Design seg_display_scheduler, sky130hd; sources not shown.
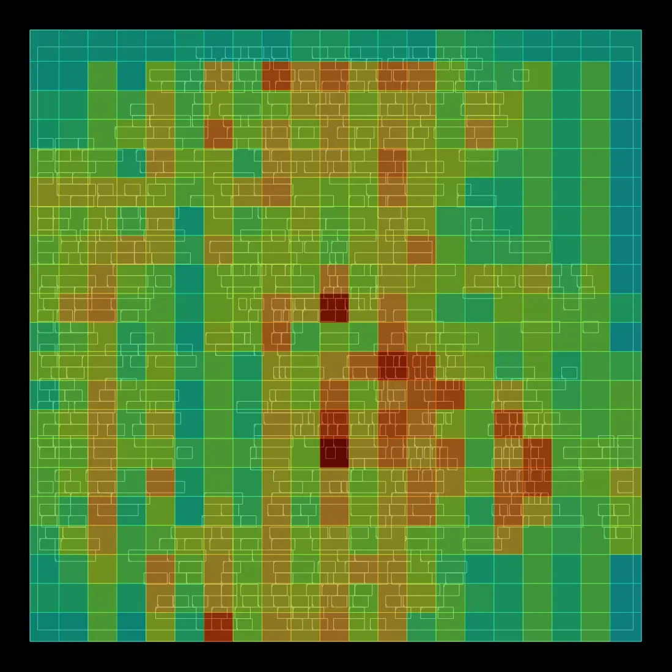
**Above:** run 1 (congestion heat map).
WL/cell: 15.7 um
met2 Usage GRT: 23.6%

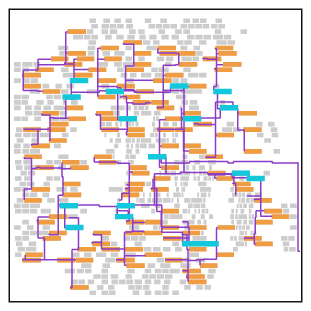
**Above:** run 1 (clock wires, drivers and flops).
(2 px per um)
clock drivers: drawn in cyan, count 17. clock wires: drawn in purple, length 1,680 um. flip-flops: drawn in orange, count 125.
Position of the flops: widely spread. There are 18 routed clock nets.
clk_lat worst skew: 410 ps
part of the power in the clock network: 34.6%
Clk power: 1310 uW

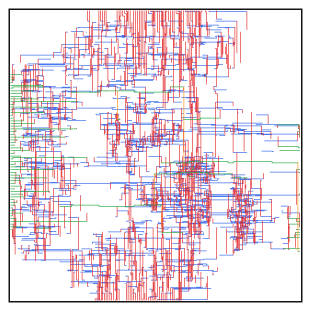
**Above:** run 1 (wiring by layer).
(2 px per um)
metal 4: drawn in orange, wire length 131 um. metal 1: drawn in blue, wire length 5,890 um. metal 2: drawn in red, wire length 7,200 um. metal 3: drawn in green, wire length 820 um.
via count: 4,120
All-Layer GR Usage: 13.9%
Post-Route WL: 14.0 mm

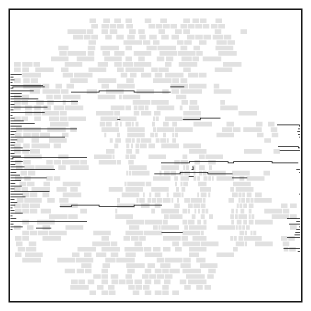
**Above:** run 1 (signal wires on met3).
(2 px per um) Cells faint in the background.
82 nets have wire on it. The layer holds 5.8% of the routed length.
GR Util met3: 5.36%

==> flow_summary.yaml, run 1 <==
# yosys + openroad results
logic_synthesis:
  common_cells: "dfrtp_1, mux2_2, dfstp_2, mux2_4, nor2_1"
  fp_nets: 573
  synth-seq-cells: 125
  yosys_warnings: 0
  async_flop_share_pct: 100
  yosysTopAreaCell: "dfrtp_1"
  top_logic_kind: "multiplexers"
  ys.flop_type: "dfrtp_1"
  simple_gate_share_pct: 9.62
  yosys_cells: 444
  fa_ha_area_share_pct: 0.822
  mux_share_pct: 25.9
  aoi_share_pct: 4.91
  synth_top_area_share_pct: 34.9
  synthCells: 444
  synthXorXnorAreaFrac_pct: 2.30
  synth.distinct_cells: 58
  synth.cell_area_sq_um: 6090
  yosysMostFrequentCell: "dfrtp_1"
  avgSynthCellArea_sq_um: 13.7
  enable_flop_cells: 0
  ys_seq_share_pct: 52.2
  yosysChipArea_sq_um: 6090
detailed_routing:
  drt-initial-drc-count: 184
  wl_met1_mm: 5.89
  drcViolationCount: 0
  dr_wl_met2_mm: 7.20
  drt_first_pass_iters: 4
  routed-wl-met3_um: 819
  top_layer: "met4"
  viasPerCell: 4.59
  antenna_left: 0
floorplanning:
  die_area_sq_um: 21200
  die_y_um: 145
  core_sq_um: 19700
  die_x_um: 145
  io_pins: 178
  fp_util_pct: 31.0
  n_tap_cell: 265
  fp-row-count: 51
placed_design:
  dp_cells: 866
  placed_area_sq_um: 8020
  dp_slack_ps: 1310
  gp_congestion: 0.770
  portBuffers: 177
final_timing:
  setup_tns_ps: 0
  max_freq_mhz: 338
  maxSlewHeadroom_pct: 31.4
  setup_viol: 0
  worst_pin_slew_ps: 1030
  fin_ws_ps: 1440
  rsz0062_at_grt: "no"
  timing.final.hold_violations: 0
  hold_ws_ps: 265
  period_minus_slack_ps: 2960
  post-route-period-util_pct: 67.2
  maxSlewViolCount: 0
cells_and_area:
  inv_count: 5
  clkbuf_count: 21
  clkCellAreaFrac_pct: 6.53
  drive_gt1_share_pct: 31.2
  n_all_buffers: 182
  dominant_cells: "registers"
  buf_share_pct: 21.3
  finish.utilization_pct: 43.7
  fin_area_sq_um: 8580
  fillCellCount: 1813
  comb_area_sq_um: 2660
  lay_top_count: "clkdlybuf4s50_1"
  seq_area_sq_um: 3180
  comb_area_share_pct: 31.0
  diodes: 0
  comb_cells: 289
  nNetsFinal: 749
  seq_area_share_pct: 37.0
  final_cell_mix: "clkdlybuf4s50_1, dfrtp_1, mux2_2"
  fin_cells: 897
  syn_to_final_growth_pct: 41.0
  seq_cell_count: 125
critical_path:
  worstSetupPathType: "reg2reg"
  path_buffers: 0
  worstPathMaxFanout: 41
  reg2reg_depth: 6
  path_delay_family: "simple AND/OR/NAND/NOR gates"
  cp_slowest_cell: "nor2_8"
  cp.depth: 6
  cp_cell_sequence: "ha_1 -> and4_1 -> and4_2 -> a21oi_4 -> nor2_8 -> mux2_1"
  worstSetupEndpointType: "register"
  slowest_delay_ps: 810
  critPathArrivalTime_ps: 3240
  cp-start-kind: "register"
  rrSetupSlack_ps: 1440
  worstPathRequired_ps: 4690
clock_network:
  holdBufCountCts: 0
  cts.clk_slew.worst_paths_ps: 60
  cts_setup_buffers: 0
  cts_made_buffers: 17
  h-tree-depth: 4
  cts.repair.resized: 0
  cts_num_sinks: 125
  cts_tree: "built"
  clockBufferDepth: 2
power_and_ir_drop:
  p_switching_uw: 928
  p_seq_share_pct: 40.5
  finalPower_uw: 3780
  switching_share_pct: 24.6
  seq_power_uw: 1530
  power_leader: "registers"
  internal_power_uw: 2850
  p_comb_uw: 940
  vdd_drop_max_mv: 0.243
  p_comb_share_pct: 24.9
  power_density_nw_per_um2: 440
grt:
  grt_pass1_vias: 4593
  grt.busiest_layer: "met2"
  grt_overflow: 0
  use_met1_pct: 16.2
  grt_max_degree: 67
flow_run:
  drv_cap: 0
  log.warning_count: 27
run_status:
  outcome: "complete, no violations"
hold_path:
  hold_path_class: "in2async"
**Run 1: sequential cells colored by netlist name**

(2 px per um)
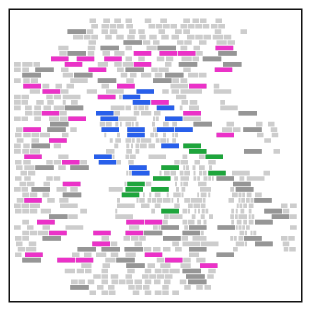

==> run 1 -> run 2 <==
clock period = 2.7 ns   (was 4.4 ns; I/O delays follow)
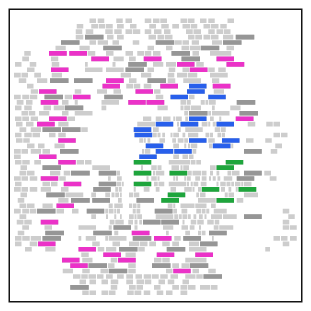
**Above:** run 2 (sequential cells colored by netlist name).
(2 px per um)
div_q: drawn in blue, placed flops 17. hold_q: drawn in green, placed flops 11. msg_q: drawn in magenta, placed flops 40.
final core utilization: 44.3%
P_seq: 2490 uW

==> run 2 against run 1 <==
Synthesized cell count unchanged. Critical endpoint is now disp_code[29]$_DFF_PN1_. Global-route usage up 0.39 points. Largest power group unchanged. Final area up 1.5%. Largest cell class unchanged. Sequential cell count unchanged. Critical path type unchanged.
==> flow_summary.yaml, run 2 <==
# yosys + openroad results
logic_synthesis:
  ys_seq_share_pct: 52.2
  simple_gate_share_pct: 9.62
  aoi_share_pct: 4.91
  yosysMostFrequentCell: "dfrtp_1"
  synthXorXnorAreaFrac_pct: 2.30
  avgSynthCellArea_sq_um: 13.7
  fp_nets: 573
  fa_ha_area_share_pct: 0.822
  synth.distinct_cells: 58
  ys_top_cells_by_area: "dfrtp_1, dfstp_2, mux2_2"
  yosys_warnings: 0
  synth-seq-cells: 125
  mux_share_pct: 25.9
  enable_flop_cells: 0
  synth_top_area_share_pct: 34.9
  common_cells: "dfrtp_1, mux2_2, dfstp_2, mux2_4, nor2_1"
  yosys_cells: 444
  yosysTopAreaCell: "dfrtp_1"
  yosysChipArea_sq_um: 6090
  ys.flop_type: "dfrtp_1"
  synthCells: 444
  synth.cell_area_sq_um: 6090
  top_logic_kind: "multiplexers"
  async_flop_share_pct: 100
power_and_ir_drop:
  switching_share_pct: 24.4
  power_density_nw_per_um2: 725
  vdd_drop_max_mv: 0.483
  p_clk_share_pct: 36.0
  p_comb_uw: 1560
  clockNetworkPower_uw: 2270
  p_leak_uw: 0.00368
  internal_power_uw: 4780
  p_comb_share_pct: 24.7
  power_leader: "registers"
  finalPower_uw: 6320
  p_seq_share_pct: 39.3
  p_switching_uw: 1540
detailed_routing:
  routed-wl-met3_um: 891
  dr_wl_met2_mm: 7.11
  wl_per_cell_um: 16.1
  top_layer: "met4"
  antenna_left: 0
  drt-initial-drc-count: 179
  wl_met1_mm: 6.39
  drcViolationCount: 0
  via_count: 4197
  viasPerCell: 4.62
  drt_first_pass_iters: 4
  drt_wl_total_mm: 14.6
clock_network:
  cts.clk_slew.worst_paths_ps: 50
  h-tree-depth: 4
  cts_made_buffers: 17
  holdBufCountCts: 1
  cts_tree: "built"
  insertion_delay_ps: 410
  cts_setup_buffers: 0
  cts_num_sinks: 125
  clockBufferDepth: 2
  cts.repair.resized: 0
critical_path:
  cp.depth: 6
  path_buffers: 0
  worstSetupEndpointType: "register"
  cp-start-kind: "register"
  rrSetupSlack_ps: 190
  slowest_delay_ps: 770
  worstPathRequired_ps: 2990
  cp_cell_sequence: "ha_1 -> and4_1 -> and4_2 -> a21oi_4 -> nor2_4 -> mux2_4"
  critPathArrivalTime_ps: 2800
  path_delay_family: "simple AND/OR/NAND/NOR gates"
  reg2reg_depth: 6
  worstPathMaxFanout: 20
  worstSetupPathType: "reg2reg"
  cp_slowest_cell: "nor2_4"
grt:
  grt_use_met2_pct: 23.1
  grt_max_degree: 64
  use_met3_pct: 5.05
  grt_pass1_vias: 4504
  grt.busiest_layer: "met2"
  grt_overflow: 0
  use_met1_pct: 17.3
  grt_usage_pct: 14.2
cells_and_area:
  n_all_buffers: 192
  buf_share_pct: 22.1
  seq_area_share_pct: 36.5
  syn_to_final_growth_pct: 43.1
  inv_count: 5
  final_cell_mix: "clkdlybuf4s50_1, dfrtp_1, mux2_2"
  comb_cells: 290
  clkbuf_count: 18
  lay_top_count: "clkdlybuf4s50_1"
  fin_cells: 909
  seq_cell_count: 125
  diodes: 0
  dominant_cells: "registers"
  fin_area_sq_um: 8710
  comb_area_share_pct: 30.7
  seq_area_sq_um: 3180
  clkCellAreaFrac_pct: 6.76
  comb_area_sq_um: 2680
  fillCellCount: 1833
  nNetsFinal: 760
final_timing:
  hold_ws_ps: 430
  timing.final.hold_violations: 0
  worst_pin_slew_ps: 940
  setup_viol: 0
  rsz0062_at_grt: "no"
  setup_tns_ps: 0
  fin_ws_ps: 193
  period_minus_slack_ps: 2510
  max_freq_mhz: 399
  maxSlewViolCount: 0
  maxSlewHeadroom_pct: 37.2
run_status:
  outcome: "complete, no violations"
floorplanning:
  core_sq_um: 19700
  die_x_um: 145
  fp_util_pct: 31.0
  die_y_um: 145
  io_pins: 178
  n_tap_cell: 265
  fp-row-count: 51
  die_area_sq_um: 21200
placed_design:
  dp_slack_ps: 104
  gp_congestion: 0.815
  dp_cells: 875
  placed_area_sq_um: 8100
  portBuffers: 177
flow_run:
  log.warning_count: 27
  drv_cap: 0
hold_path:
  hold_path_class: "in2async"
Power figures rest on the tool's default switching activity, not on a simulated workload.
